[src/rtl/regfile_write_sequencer.sv]
// Arbitrates two writers onto the register bank's shared DIN bus and sequences
// each write as setup -> strobe -> hold so DIN is stable whenever a W line is high.
module regfile_write_sequencer #(
  parameter int WIDTH         = 16,
  parameter int NREGS         = 8,
  parameter int ADDR_W        = 3,
  parameter int SETUP_CYCLES  = 1,
  parameter int STROBE_CYCLES = 1
) (
  input  logic              clk,
  input  logic              rst_n,
  input  logic [1:0]        req,
  input  logic [ADDR_W-1:0] addr0,
  input  logic [WIDTH-1:0]  data0,
  input  logic [ADDR_W-1:0] addr1,
  input  logic [WIDTH-1:0]  data1,
  output logic [1:0]        gnt,
  output logic [1:0]        done,
  output logic [WIDTH-1:0]  bus_din,
  output logic [NREGS-1:0]  w_en,
  output logic              busy
);

  typedef enum logic [1:0] {IDLE, SETUP, STROBE, HOLD} state_t;

  localparam logic [3:0] SETUP_LOAD  = 4'(SETUP_CYCLES - 1);
  localparam logic [3:0] STROBE_LOAD = 4'(STROBE_CYCLES - 1);

  state_t             state_reg, state_next;
  logic [3:0]         cnt_reg, cnt_next;
  logic               last_reg, last_next;   // 1 when requester 1 was served last
  logic [ADDR_W-1:0]  addr_reg, addr_next;
  logic [WIDTH-1:0]   din_reg, din_next;
  logic [1:0]         gnt_reg, gnt_next;
  logic [1:0]         done_reg, done_next;
  logic [NREGS-1:0]   w_en_reg, w_en_next;
  logic               busy_reg, busy_next;
  logic [NREGS-1:0]   addr_dec;
  logic               win;
  logic               cnt_zero;

  assign cnt_zero = (cnt_reg == 4'd0);

  // On a tie the requester not served last wins; otherwise the sole requester.
  assign win = (req == 2'b11) ? ~last_reg : req[1];

  genvar gi;
  generate
    for (gi = 0; gi < NREGS; gi++) begin : g_dec
      assign addr_dec[gi] = (addr_reg == ADDR_W'(gi));
    end
  endgenerate

  always_ff @(posedge clk or negedge rst_n) begin
    if (!rst_n) begin
      state_reg <= IDLE;
      cnt_reg   <= 4'd0;
      last_reg  <= 1'b1;
      addr_reg  <= '0;
      din_reg   <= '0;
      gnt_reg   <= 2'b00;
      done_reg  <= 2'b00;
      w_en_reg  <= '0;
      busy_reg  <= 1'b0;
    end else begin
      state_reg <= state_next;
      cnt_reg   <= cnt_next;
      last_reg  <= last_next;
      addr_reg  <= addr_next;
      din_reg   <= din_next;
      gnt_reg   <= gnt_next;
      done_reg  <= done_next;
      w_en_reg  <= w_en_next;
      busy_reg  <= busy_next;
    end
  end

  always_comb begin
    state_next = state_reg;
    case (state_reg)
      IDLE:    if (req != 2'b00) state_next = SETUP;
      SETUP:   if (cnt_zero) state_next = STROBE;
      STROBE:  if (cnt_zero) state_next = HOLD;
      HOLD:    state_next = IDLE;
      default: state_next = IDLE;
    endcase
  end

  // Computes the next value of every output flop so no input reaches a port combinationally.
  always_comb begin
    cnt_next  = cnt_reg;
    last_next = last_reg;
    addr_next = addr_reg;
    din_next  = din_reg;
    gnt_next  = gnt_reg;
    done_next = 2'b00;
    w_en_next = '0;
    busy_next = busy_reg;
    case (state_reg)
      IDLE: begin
        if (req != 2'b00) begin
          gnt_next  = win ? 2'b10 : 2'b01;
          last_next = win;
          addr_next = win ? addr1 : addr0;
          din_next  = win ? data1 : data0;
          cnt_next  = SETUP_LOAD;
          busy_next = 1'b1;
        end
      end
      SETUP: begin
        if (cnt_zero) begin
          cnt_next  = STROBE_LOAD;
          w_en_next = addr_dec;
        end else begin
          cnt_next = cnt_reg - 4'd1;
        end
      end
      STROBE: begin
        if (cnt_zero) begin
          done_next = gnt_reg;
        end else begin
          cnt_next  = cnt_reg - 4'd1;
          w_en_next = addr_dec;
        end
      end
      HOLD: begin
        gnt_next  = 2'b00;
        busy_next = 1'b0;
      end
      default: begin
        gnt_next  = 2'b00;
        busy_next = 1'b0;
      end
    endcase
  end

  assign gnt     = gnt_reg;
  assign done    = done_reg;
  assign bus_din = din_reg;
  assign w_en    = w_en_reg;
  assign busy    = busy_reg;

endmodule
[config.mk]
export PLATFORM = sky130hd
export DESIGN_NAME = regfile_write_sequencer
export DESIGN_NICKNAME = d
export VERILOG_FILES = /design/src/rtl/regfile_write_sequencer.sv
export SDC_FILE = /design/constraint.sdc
export NUM_CORES = 1
export LEC_CHECK = 0
export CAP_MARGIN = 20
export CORE_MARGIN = 10
export CORE_UTILIZATION = 40
export DETAILED_ROUTE_END_ITERATION = 12
export PLACE_DENSITY = 0.8
export SLEW_MARGIN = 20
export SYNTH_ARGS = -nofsm -noshare
export SYNTH_HDL_FRONTEND = slang
export SYNTH_SLANG_ARGS = --single-unit
[constraint.sdc]
create_clock -name clk -period 3.95 [get_ports clk]
set_clock_uncertainty 0.15 [all_clocks]
set_input_delay 0.5925 -clock clk [delete_from_list [all_inputs] [get_ports clk]]
set_output_delay 0.5925 -clock clk [all_outputs]
set_load 0.01 [all_outputs]
Run 1, routing congestion map:
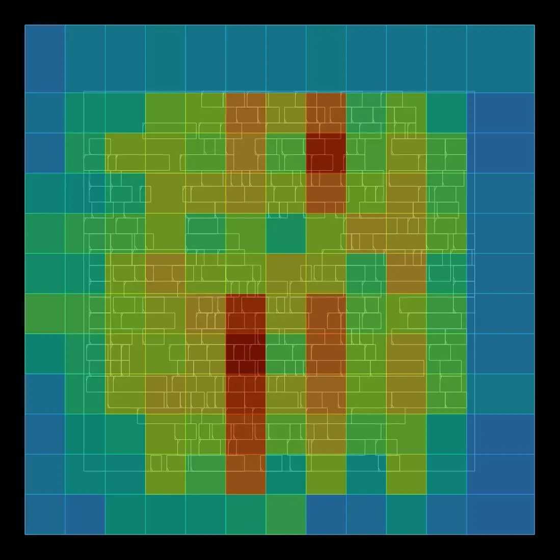
Overall Global Routing Usage: 11.1%
Most Used Layer, Global Route: met2
final core occ: 60.7%
WL/cell: 15.0 um
met3 Track Usage GR: 4.36%

Run 1, signal wires on met2:
The bar under the picture is 20 um long.
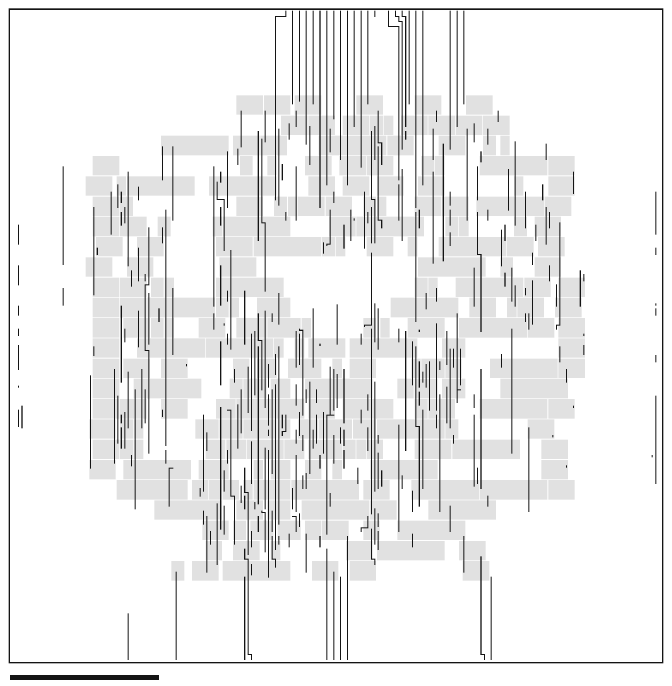
main direction	vertical
longest straight run	31.6 um
share of all routed wire	47%
wire length on this layer	2,050 um
nets with wire on the layer	232
via count: 1,458
total routed wirelength: 4320 um
GR Layer Usage met2: 17.4%

Run 1, cells by drive strength:
The bar under the picture is 20 um long.
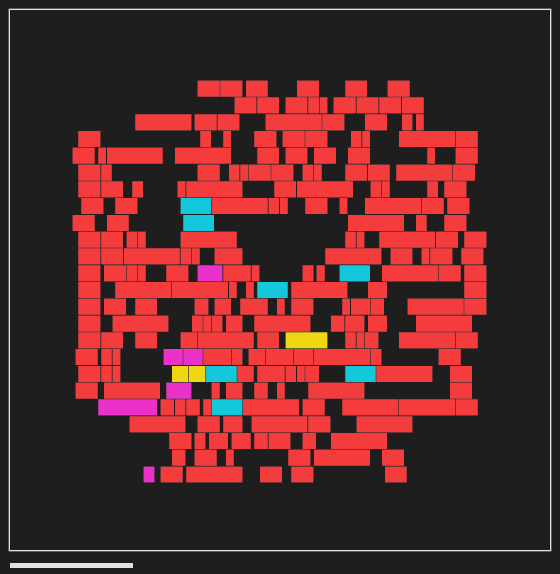
size	color	cells
x6 and larger	cyan	7
x3 and x4	yellow	3
x2	magenta	6
x1 and smaller	red	221
Synth-to-Final Area Change: 45.9%
Signal buffers: 72
Final Cell Area: 2660 um^2
Final WS setup: 1760 ps

==> results_dict.tcl, run 1 <==
# collected from the flow reports
set metrics [dict create \
    cts_resized 0 \
    cts.reportedPaths.clkPinSlew_ps 70 \
    ys_seq_elements 39 \
    grt_pass1_wl_um 6850 \
    dp.cells 281 \
    max_cap_viol_count 0 \
    synth_nets 213 \
    ys_seq_share_pct 53.5 \
    slew_violations 0 \
    status "finished, final reports clean" \
    cts_tree "done" \
    rows 24 \
    cts.path.max_buffers 2 \
    fin_nets 284 \
    p_seq_share_pct 37.9 \
    final_hold_viol_count 0 \
    worstSetupPathType "reg2reg" \
    cts-root-buf "clkbuf_8" \
    ys_area_um2 1830 \
    p_switching_uw 580 \
    tightestPinTransition_ps 867 \
    hp-class "in2async" \
    synth-main-ff-cell "dfrtp_1" \
    netlist_instances 165 \
    p_per_area_nw_per_um2 623 \
    preCtsSetupSlack_ps 1470 \
    path_max_fanout 10 \
    drtPass1Iterations 4 \
    chip_area_um2 7670 \
    fp_util_pct 41.6 \
    warnings 30 \
    tns_ps 0 \
    ff2ff_setup_slack_ps 1760 \
    ys_cells 165 \
    sw_frac_of_total_pct 35.0 \
    endpoint_kind "flop" \
    period_needed_ps 2190 \
    synth_async_sr_flop_share_pct 100 \
    intPower_uw 1080 \
    p_leak_uw 0.00116 \
    yosys_warnings 0 \
    r2r_start "state_reg[0]$_DFFE_PN0P_" \
    synth_area_per_cell_um2 11.1 \
    postCtsHoldBufs 0 \
    cts_buffers 5 \
    largest_reg_flops 16 \
    core_um2 4380 \
    crit_required_ps 3970 \
    htreeDepth 2 \
    grt_pass1_vias 1430 \
    diodes 0 \
    antenna_left 0 \
    cp_data_arrival_time_ps 2210 \
    reg2reg_to "state_reg[1]$_DFFE_PN0P_" \
    die_h_um 87.6 \
    synth-edff-count 0 \
    ios 71 \
    clockPowerShare_pct 17.3 \
    cts_sinks 39 \
    netlist_area_um2 1830 \
    ys_types 34 \
    insertion_delay_ps 290 \
    fillers 388 \
    post_cts_buffers 0 \
    cp-start-kind "flop" \
    pwr-share-comb_pct 44.7 \
    grt_setup_unrepaired "false" \
    instances_no_fill 289 \
    vias_per_cell 5.04 \
    rr_worst_depth 5 \
    fp.dieW_um 87.6 \
    io_buffers 70 \
    period_used_pct 55.5 \
    max_freq_mhz 456 \
    setup-violations-final 0 \
    hpwlAfterDp_um 3350 \
    slew_headroom_pct 42.2 \
    drc 0 \
    drive_above_1_share_pct 6.75 \
    grt_max_degree 40 \
    grt_overflow 0 \
    antenna_found_initial 0 \
    peakVddDrop_mv 0.357 \
    place.gp.congestion 0.790 \
    dr.first_iter.drc_count 63 \
]
-- run 1: worst max-delay path, cell delays in order, from the launching register on --
cell	delay [ps]
dfrtp_1	410
inv_1	110
ha_1	370
or3b_2	520
o21ai_0	150
mux2_2	370
-- run 1: cell usage after synthesis (all sizes together), types with 2 or more instances --
library cell  count  share of area, %
a22o              3               1.4
a32o              3               1.6
and3              2              0.69
buf               6               2.1
clkbuf            2              0.48
dfrtp            38                52
ha                6               4.1
inv               5               1.0
mux2i            21                12
nand2            21               4.3
nand2b            4               1.4
nor2              5               1.0
nor3              4               1.1
nor3b             2               1.4
nor4              2              0.69
nor4b             4               1.9
o211ai            2              0.82
o21ai            23               6.3
-- run 1: layout by cell type (no fill, tap or decap), types with 2 or more instances in the layout --
cell             Yosys  routed
nand2b_1             4       4
nor4_1               2       2
buf_4                3       2
ha_1                 6       6
nor3_1               4       4
o211ai_1             2       2
a22o_1               3       3
dfrtp_1             38      38
clkbuf_8             0       7
and3_1               2       2
clkdlybuf4s50_1      0      69
o21ai_0             20      19
o21ai_1              3       3
a32o_1               3       3
nand2_1             21      21
mux2i_1             21      21
nor4b_1              4       4
nor2_1               5       5
inv_1                5       5
-- run 1: through the flow --
step | total power [uW] | cell area, um^2 | hold slack (ps) | utilization (%)
2_1_floorplan | 1040 | 1830 | 147 | -
3_3_place_gp | 1370 | 2560 | 310 | 58.4
3_5_place_dp | 1390 | 2560 | 320 | 58.4
4_1_cts | 1680 | 2660 | 292 | 60.7
5_1_grt | 1780 | 2660 | 334 | 60.7
6_report | 1660 | 2660 | 266 | 60.7
-- run 1: metal layers --
| layer | share of wire [%] | track usage [%] |
|---|---|---|
| met5 | 0 | 0 |
| met4 | 1.9 | 5.65 |
| met3 | 8.8 | 4.36 |
| met2 | 47 | 17.4 |
| met1 | 42 | 12.8 |
-- run 1: kinds of logic after synthesis --
group	synth area share (%)
adder cells (fa/ha/maj)	4.11
AND/OR/NAND/NOR	13.8
buffers and inverters	3.56
multiplexers	12.1
flip-flops	53.5
AND-OR/OR-AND	12.9
-- run 1: worst max-delay path by stage --
stage                                         from                  endpoint  slack, ps  cells after the start
after floorplan           state_reg[0]$_DFFE_PN0P_  state_reg[1]$_DFFE_PN0P_       2010                      6
after global placement                      req[1]  state_reg[1]$_DFFE_PN0P_       1510                      4
after detailed placement                    req[0]  state_reg[1]$_DFFE_PN0P_       1470                      4
after CTS                                   req[0]  state_reg[1]$_DFFE_PN0P_       1770                      4
after global routing                        req[1]   addr_reg[0]$_DFFE_PN0P_       1680                      5
final                     state_reg[0]$_DFFE_PN0P_  state_reg[1]$_DFFE_PN0P_       1760                      5
-- run 1: power groups by stage --
stage	Clock, uW	Sequential, uW	Combinational (uW)
global placement	0	631	740
floorplan	0	675	365
global route	311	649	823
CTS	295	631	756
detailed placement	0	637	756
finish	288	629	742
-- run 1: final cells by class --
class / instances / area [um^2] / share of cell area (%)
clock buffers: 8 / 100 / 3.76
inverters: 5 / 18.8 / 0.705
multi-input cells: 113 / 791 / 29.7
flip-flops and latches: 39 / 977 / 36.7
well taps: 52 / 65.1 / 2.44
repair buffers: 72 / 711 / 26.7
Run 1, a small window of the routed layout:
The bar under the picture is 10 um long. Window x 24 to 64, y 6 to 46 um. Cells in gray, sequential cells in the stronger gray; small squares are vias.
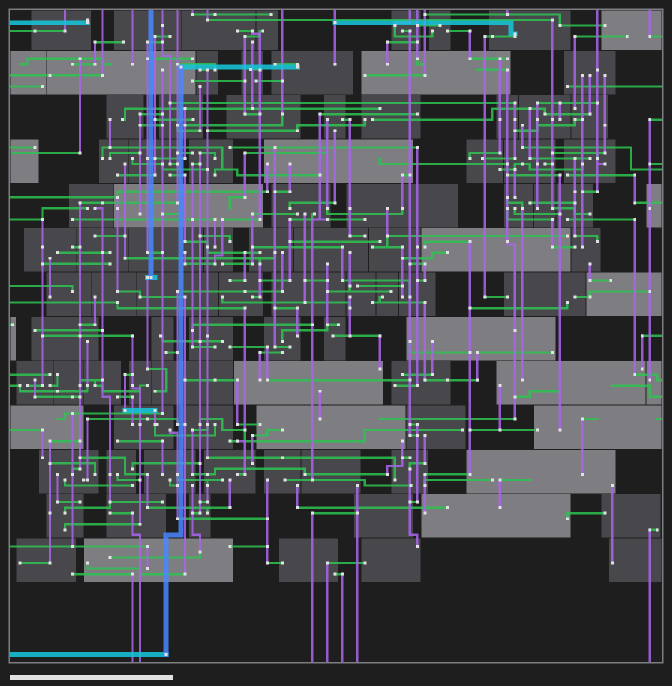

--- run 2 (diff from run 1) ---
==> constraint.sdc (replaced) <==
create_clock -name clk -period 2.24 [get_ports clk]
set_clock_uncertainty 0.15 [all_clocks]
set_input_delay 0.336 -clock clk [delete_from_list [all_inputs] [get_ports clk]]
set_output_delay 0.336 -clock clk [all_outputs]
set_load 0.01 [all_outputs]
Run 2, a small window of the routed layout:
The bar under the picture is 10 um long. Window x 24 to 64, y 6 to 46 um. Cells in gray, sequential cells in the stronger gray; small squares are vias.
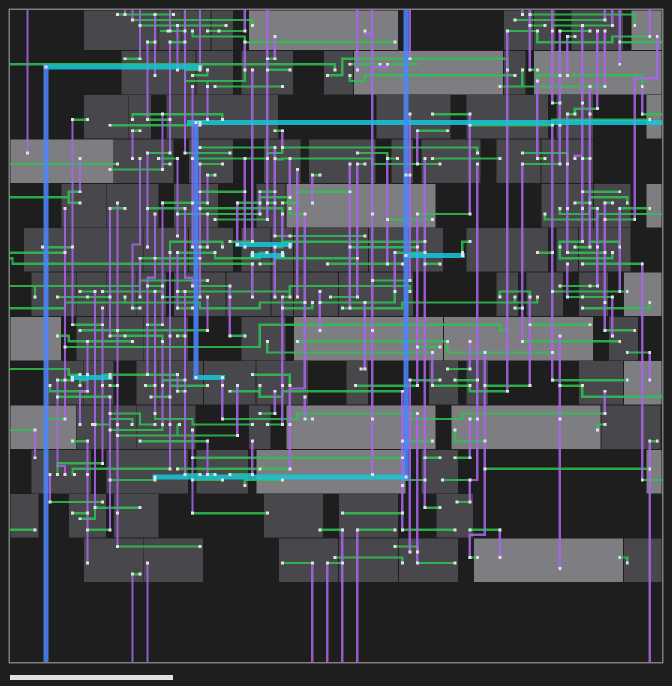
layer	color
M3	cyan
M1	green
M4	blue
M2	purple
netlist names of flops here include	`addr_reg` (2), `cnt_reg` (2), `done` (2)
cells with their middle in the window	99
most frequent	dfrtp_1 (11), buf_4 (9), clkdlybuf4s50_1 (8)
sequential cells in the window	11

Run 2, cells by drive strength:
The bar under the picture is 20 um long.
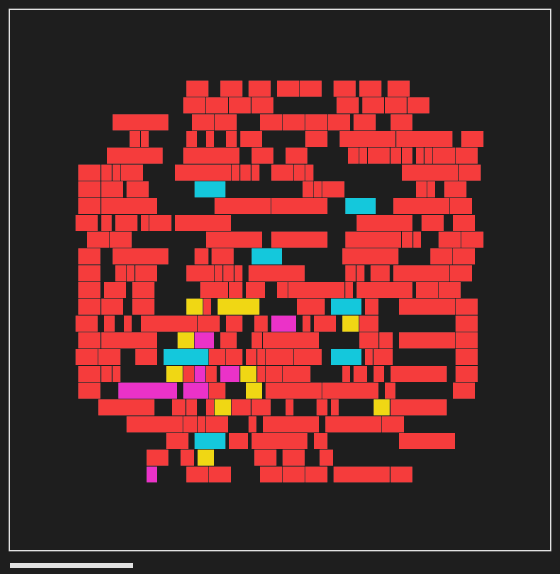
size	color	cells
x2	magenta	7
x3 and x4	yellow	10
x1 and smaller	red	221
x6 and larger	cyan	7
Final Cell Area: 2730 um^2
Signal buffers: 81
Synth-to-Final Area Change: 49.7%
Final WS setup: 161 ps

==> run 2 against run 1 <==
Effect of this change:
- maximum frequency grew 5.4%
- flip-flop count is the same
- critical path depth unchanged
- first-iteration DRC count shrank 9.5%
- synthesized cell count did not move
- final area increased by 2.6%
- worst hold slack improved by 50 ps
- via count is 1.1% higher
- global-route usage increased by 0.31 points
- critical endpoint unchanged
- largest power group unchanged
- highest routed layer unchanged
==> results_dict.tcl, run 2 <==
# collected from the flow reports
set metrics [dict create \
    status "finished, final reports clean" \
    slew_headroom_pct 73.3 \
    ys_seq_share_pct 53.5 \
    max_cap_viol_count 0 \
    synth_nets 213 \
    fa_ha_area_share_pct 4.11 \
    common_cells "dfrtp_1 (38), mux2i_1 (21), nand2_1 (21)" \
    top_area_share_pct 52.1 \
    slew_violations 0 \
    aoi_share_pct 12.9 \
    cts.reportedPaths.clkPinSlew_ps 70 \
    top_cell "dfrtp_1" \
    grt_pass1_wl_um 6930 \
    drive_above_1_share_pct 9.80 \
    worstSetupPathType "reg2reg" \
    ys_cells 165 \
    synth_async_sr_flop_share_pct 100 \
    path_max_fanout 7 \
    crit_required_ps 2270 \
    cts_buffers 5 \
    cts_tree "done" \
    netlist_instances 165 \
    grtUsageTotal_pct 11.4 \
    hpwlAfterDp_um 3490 \
    p_leak_uw 0.00121 \
    yosys_warnings 0 \
    fillers 366 \
    ff2ff_setup_slack_ps 160 \
    htreeDepth 2 \
    whs_ps 316 \
    ys_sh_xor_pct 0 \
    layout_top_cells "clkdlybuf4s50_1 (69), dfrtp_1 (38), mux2i_1 (21), nand2_1 (21), o21ai_0 (19)" \
    synth_area_per_cell_um2 11.1 \
    antenna_found_initial 0 \
    instances_no_fill 297 \
    period_needed_ps 2080 \
    chip_area_um2 7670 \
    max_freq_mhz 481 \
    grt_setup_unrepaired "false" \
    warnings 30 \
    cp_data_arrival_time_ps 2110 \
    synth-edff-count 0 \
    grt_max_degree 21 \
    ios 71 \
    tightestPinTransition_ps 396 \
    drc 0 \
    hp-class "in2async" \
    cts_resized 0 \
    final_layout_top_logic_cell "clkdlybuf4s50_1" \
    grt_pass1_vias 1481 \
    p_per_area_nw_per_um2 1080 \
    period_used_pct 92.8 \
    insertion_delay_ps 290 \
    synth-simple-area-share_pct 13.8 \
    muxShareOfSynthArea_pct 12.1 \
    p_switching_uw 1040 \
    peakVddDrop_mv 0.522 \
    post_synth_main_logic_family "simple AND/OR/NAND/NOR gates" \
    die_h_um 87.6 \
    final_util_pct 62.3 \
    ys_types 34 \
    rows 24 \
    cts-root-buf "clkbuf_8" \
    reg2reg_to "state_reg[1]$_DFFE_PN0P_" \
    r2r_start "state_reg[0]$_DFFE_PN0P_" \
    pwr-share-comb_pct 46.4 \
    tns_ps 0 \
    fp_util_pct 41.6 \
    ys_seq_elements 39 \
    fp.dieW_um 87.6 \
    sw_frac_of_total_pct 35.2 \
    cp-start-kind "flop" \
    largest_reg_flops 16 \
    dp.cells 289 \
    ys_area_um2 1830 \
    wirelength_um 4350 \
    grt_overflow 0 \
    yosysTopAreaCell "dfrtp_1" \
    netlist_area_um2 1830 \
    via_count 1474 \
    place.gp.congestion 0.817 \
    antenna_left 0 \
    core_um2 4380 \
    wl_per_cell_um 14.7 \
    io_buffers 70 \
    synth-main-ff-cell "dfrtp_1" \
    setup-violations-final 0 \
    clockPowerShare_pct 16.2 \
]
run 2: netlist changes by cell type in the layout (fill, tap and decap cells not counted):
| cell | delta |
|---|---|
| buf_4 | +7 |
| clkinv_2 | +1 |
| clkbuf_1 | -1 |
| clkbuf_8 | -1 |
| buf_12 | +1 |
| dlygate4sd3_1 | +1 |
run 2: final cells by class:
| class | instances | area [um^2] | area share, % |
|---|---|---|---|
| clock inverters | 1 | 5.00 | 0.183 |
| inverters | 5 | 18.8 | 0.687 |
| multi-input cells | 113 | 791 | 28.9 |
| well taps | 52 | 65.1 | 2.38 |
| clock buffers | 6 | 82.6 | 3.02 |
| flip-flops and latches | 39 | 977 | 35.8 |
| repair buffers | 81 | 793 | 29.0 |
run 2: critical path, stage by stage, from the launching register on:
cell     delay (ps)
dfrtp_1         420
inv_1           110
ha_1            280
or3b_2          490
o21ai_0         150
mux2_2          370
run 2: layer usage:
layer	vias up	wire length, um	global-route usage (%)
met5	-	0	0
met4	0	95	5.65
met3	8	492	6.50
met2	54	2060	17.9
met1	664	1700	12.0
li1	748	-	-
run 2: cells by family (layout without fill, tap and decap cells):
group | count (synthesis) | after routing
AND/OR/NAND/NOR | 47 | 47
flip-flops | 39 | 39
AND-OR/OR-AND | 38 | 38
multiplexers | 22 | 22
buffers and inverters | 13 | 93
adder cells (fa/ha/maj) | 6 | 6
run 2: power groups by stage:
stage	logic, uW	registers [uW]	clock network [uW]
2_1_floorplan	643	1190	0
3_3_place_gp	1360	1110	0
3_5_place_dp	1390	1120	0
4_1_cts	1390	1110	493
5_1_grt	1510	1140	531
6_report	1370	1100	476
run 2: timing repair:
action                                 CTS  global route
hold buffers                             1             0
buffers inserted                         0             0
endpoints found under the hold margin   12             0
run 2: worst max path at each step:
stage,start,to,depth (start not counted)
floorplan,state_reg[0]$_DFFE_PN0P_,state_reg[1]$_DFFE_PN0P_,6
detailed placement,req[1],state_reg[1]$_DFFE_PN0P_,4
global placement,req[1],state_reg[1]$_DFFE_PN0P_,4
global route,state_reg[0]$_DFFE_PN0P_,state_reg[1]$_DFFE_PN0P_,5
finish,state_reg[0]$_DFFE_PN0P_,state_reg[1]$_DFFE_PN0P_,5
CTS,state_reg[0]$_DFFE_PN0P_,state_reg[1]$_DFFE_PN0P_,5
run 2: metrics by stage:
step	cell area (um^2)	total power (uW)	setup slack (ps)
2_1_floorplan	1830	1830	301
3_3_place_gp	2640	2470	103
3_5_place_dp	2640	2510	77.3
4_1_cts	2730	2990	167
5_1_grt	2730	3190	46.6
6_report	2730	2950	161
Run 2, M1 wires:
The bar under the picture is 20 um long. Supply wires on this layer in gray.
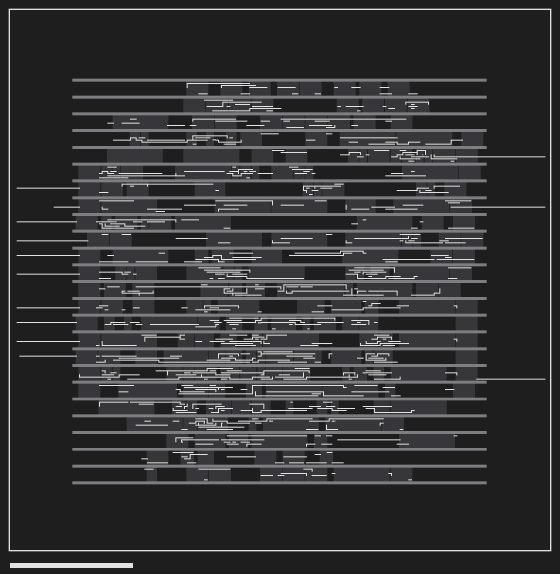

--- run 3 (diff from run 2) ---
--- a/config.mk
+++ b/config.mk
@@ -7,9 +7,9 @@
 export LEC_CHECK = 0
 export CAP_MARGIN = 20
 export CORE_MARGIN = 10
-export CORE_UTILIZATION = 40
+export CORE_UTILIZATION = 43
 export DETAILED_ROUTE_END_ITERATION = 12
-export PLACE_DENSITY = 0.8
+export PLACE_DENSITY = 0.85
 export SLEW_MARGIN = 20
 export SYNTH_ARGS = -nofsm -noshare
 export SYNTH_HDL_FRONTEND = slang
Run 3, M1 wires:
The bar under the picture is 20 um long. Supply wires on this layer in gray.
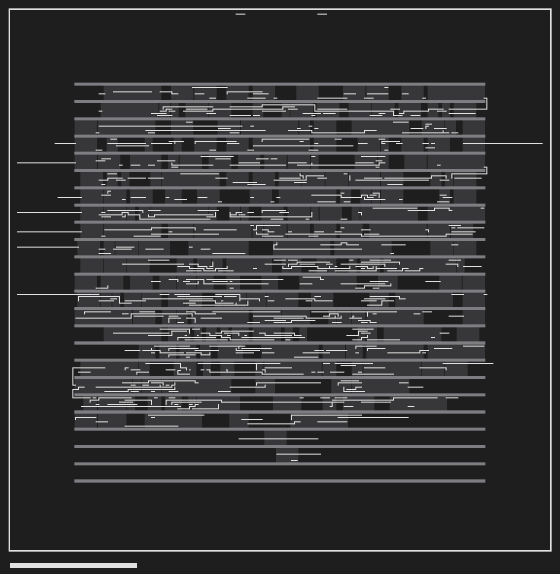
longest straight run	22.5 um
wire length on this layer	1,730 um
share of all routed wire	38%
main direction	horizontal
via count: 1,496
total routed wirelength: 4620 um
grt met1 use: 13.5%

==> run 3 against run 2 <==
Effect of this change:
- the run now ends with hold timing left
- via count up 1.5%
- clock power down 3%
- highest routed layer unchanged
- non-clock buffer count down 3
- cell count down 1.3%
- largest power group unchanged
- sequential power about the same
- largest cell class unchanged
- die size down 5.4%
- total power about the same
- maximum frequency up 5.0%
- area after synthesis unchanged
- routed wire length up 6.2%
- utilization up 4.3 points
==> results_dict.tcl, run 3 <==
# collected from the flow reports
set metrics [dict create \
    fin_nets 290 \
    antenna_left 0 \
    cts.reportedPaths.clkPinSlew_ps 80 \
    endpoint_kind "flop" \
    synth_nets 213 \
    aoi_share_pct 12.9 \
    ys_cells 165 \
    whs_ps -10.1 \
    cts.path.max_buffers 2 \
    ys_sh_xor_pct 0 \
    top_layer "met4" \
    fa_ha_area_share_pct 4.11 \
    fillers 320 \
    yosysTopAreaCell "dfrtp_1" \
    logic_area_um2 791 \
    chip_area_um2 7250 \
    diodes 0 \
    synth-main-ff-cell "dfrtp_1" \
    slew_violations 0 \
    final_hold_viol_count 11 \
    regArea_um2 977 \
    grtUsageTotal_pct 13.2 \
    insertion_delay_ps 290 \
    largest_reg_flops 16 \
    crit_required_ps 2300 \
    period_needed_ps 1980 \
    route.met2.wl_um 2420 \
    cp-start-kind "flop" \
    layout_setup_ws_ps 259 \
    muxShareOfSynthArea_pct 12.1 \
    slew_headroom_pct 43.8 \
    ios 71 \
    top_area_share_pct 52.1 \
    cts_tree "done" \
    hpwlAfterDp_um 3670 \
    wl_per_cell_um 15.8 \
    rows 23 \
    drc 0 \
    warnings 30 \
    grt_pass1_vias 1592 \
    place.gp.congestion 0.796 \
    postCtsHoldBufs 0 \
    grt_setup_unrepaired "false" \
    core_um2 4060 \
    fp.dieW_um 85.2 \
    grt_max_degree 40 \
    max_freq_mhz 505 \
    peakVddDrop_mv 0.641 \
    synth_area_per_cell_um2 11.1 \
    wl_met3_um 388 \
    stdcell_area_um2 2700 \
    dpl-instance-area_um2 2620 \
    yosys_warnings 0 \
    area_growth_pct 48.0 \
    status "finished with violations" \
    grt_pass1_wl_um 7760 \
    violations "hold timing" \
    drt-met1-wl_um 1730 \
    ys_area_um2 1830 \
    ys_seq_elements 39 \
    setup-violations-final 0 \
    tns_ps 0 \
    hp-class "in2async" \
    cts_sinks 39 \
]
Run 3, a small window of the routed layout:
The bar under the picture is 10 um long. Window x 23 to 63, y 6 to 46 um. Cells in gray, sequential cells in the stronger gray; small squares are vias.
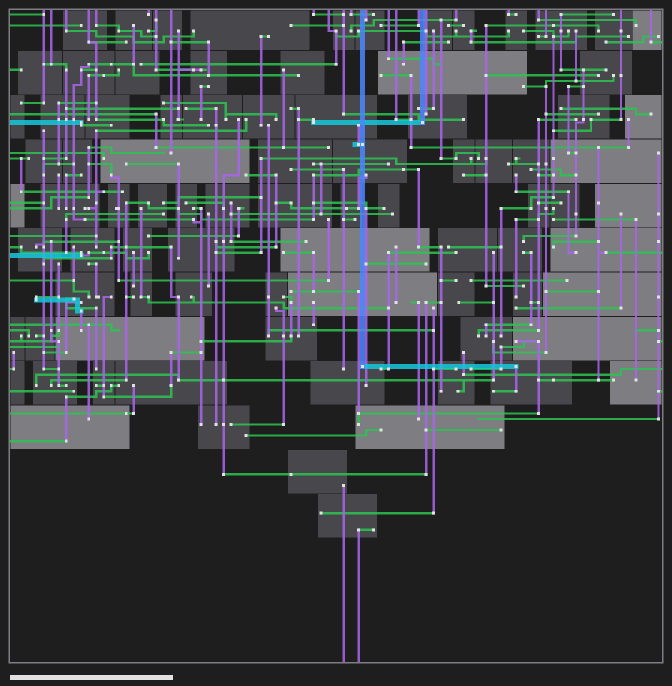
layer	color
M3	cyan
M2	purple
M4	blue
M1	green
cells with their middle in the window	77
most frequent	dfrtp_1 (11), buf_4 (6)
netlist names of flops here include	`cnt_reg` (2), `done` (2), `gnt` (2)
sequential cells in the window	11

## run 3: cell counts after synthesis
No cell type changed its count.
## run 3: worst max-delay path, stage by stage (launching register included)
cell	delay [ps]
dfrtp_1	380
inv_1	90
ha_1	230
buf_4	170
nor3b_1	160
or4_1	530
o22ai_1	170
## run 3: metal layers
metal	track usage (%)	vias up
met2	23.0	42
met5	0	-
met4	5.84	0
met3	5.35	5
li1	-	741
met1	13.5	708
## run 3: through the flow
step / std cells / util [%] / total power, uW / hold WS (ps)
after floorplan: 165 / - / 1830 / -110
after global placement: 285 / 64.5 / 2470 / 311
after detailed placement: 285 / 64.5 / 2520 / 320
after CTS: 293 / 66.6 / 2990 / 18.8
after global routing: 293 / 66.6 / 3180 / 58.1
final: 293 / 66.6 / 2950 / -10.1
## run 3: layout make-up
| type | count | area share [%] |
|---|---|---|
| sequential | 39 | 36.2 |
| timing repair buffer | 78 | 28.4 |
| multi-input combinational | 113 | 29.3 |
| clock inverter | 2 | 0.463 |
| clock buffer | 6 | 2.69 |
| tap | 50 | 2.31 |
| inverter | 5 | 0.694 |
## run 3: where the power goes
| group | leakage, uW | total, uW | switching, uW | internal [uW] |
|---|---|---|---|---|
| sequential | 0.000501 | 1110 | 160 | 952 |
| combinational | 0.000644 | 1380 | 664 | 712 |
| clock | 0.0000412 | 460 | 242 | 217 |
| total | 0.00119 | 2950 | 1070 | 1880 |
## run 3: final timing paths
path	start	slack [ps]	cells after the start	to
setup / recovery	state_reg[0]$_DFFE_PN0P_	260	6	cnt_reg[1]$_DFFE_PN0P_
hold / removal	rst_n	-10	1	bus_din[10]$_DFFE_PN0P_
setup reg to reg	state_reg[0]$_DFFE_PN0P_	260	6	cnt_reg[1]$_DFFE_PN0P_
hold reg to reg	bus_din[10]$_DFFE_PN0P_	330	2	bus_din[10]$_DFFE_PN0P_
max in group asynchronous	rst_n	1410	1	bus_din[3]$_DFFE_PN0P_
min in group clk	bus_din[10]$_DFFE_PN0P_	330	2	bus_din[10]$_DFFE_PN0P_
## run 3: cell families after synthesis
| group | count (synthesis) |
|---|---|
| fa+ha+maj | 6 |
| compound gates | 38 |
| buf+inv | 13 |
| flops | 39 |
| simple gates | 47 |
| mux | 22 |
Power and IR drop assume default switching activity.
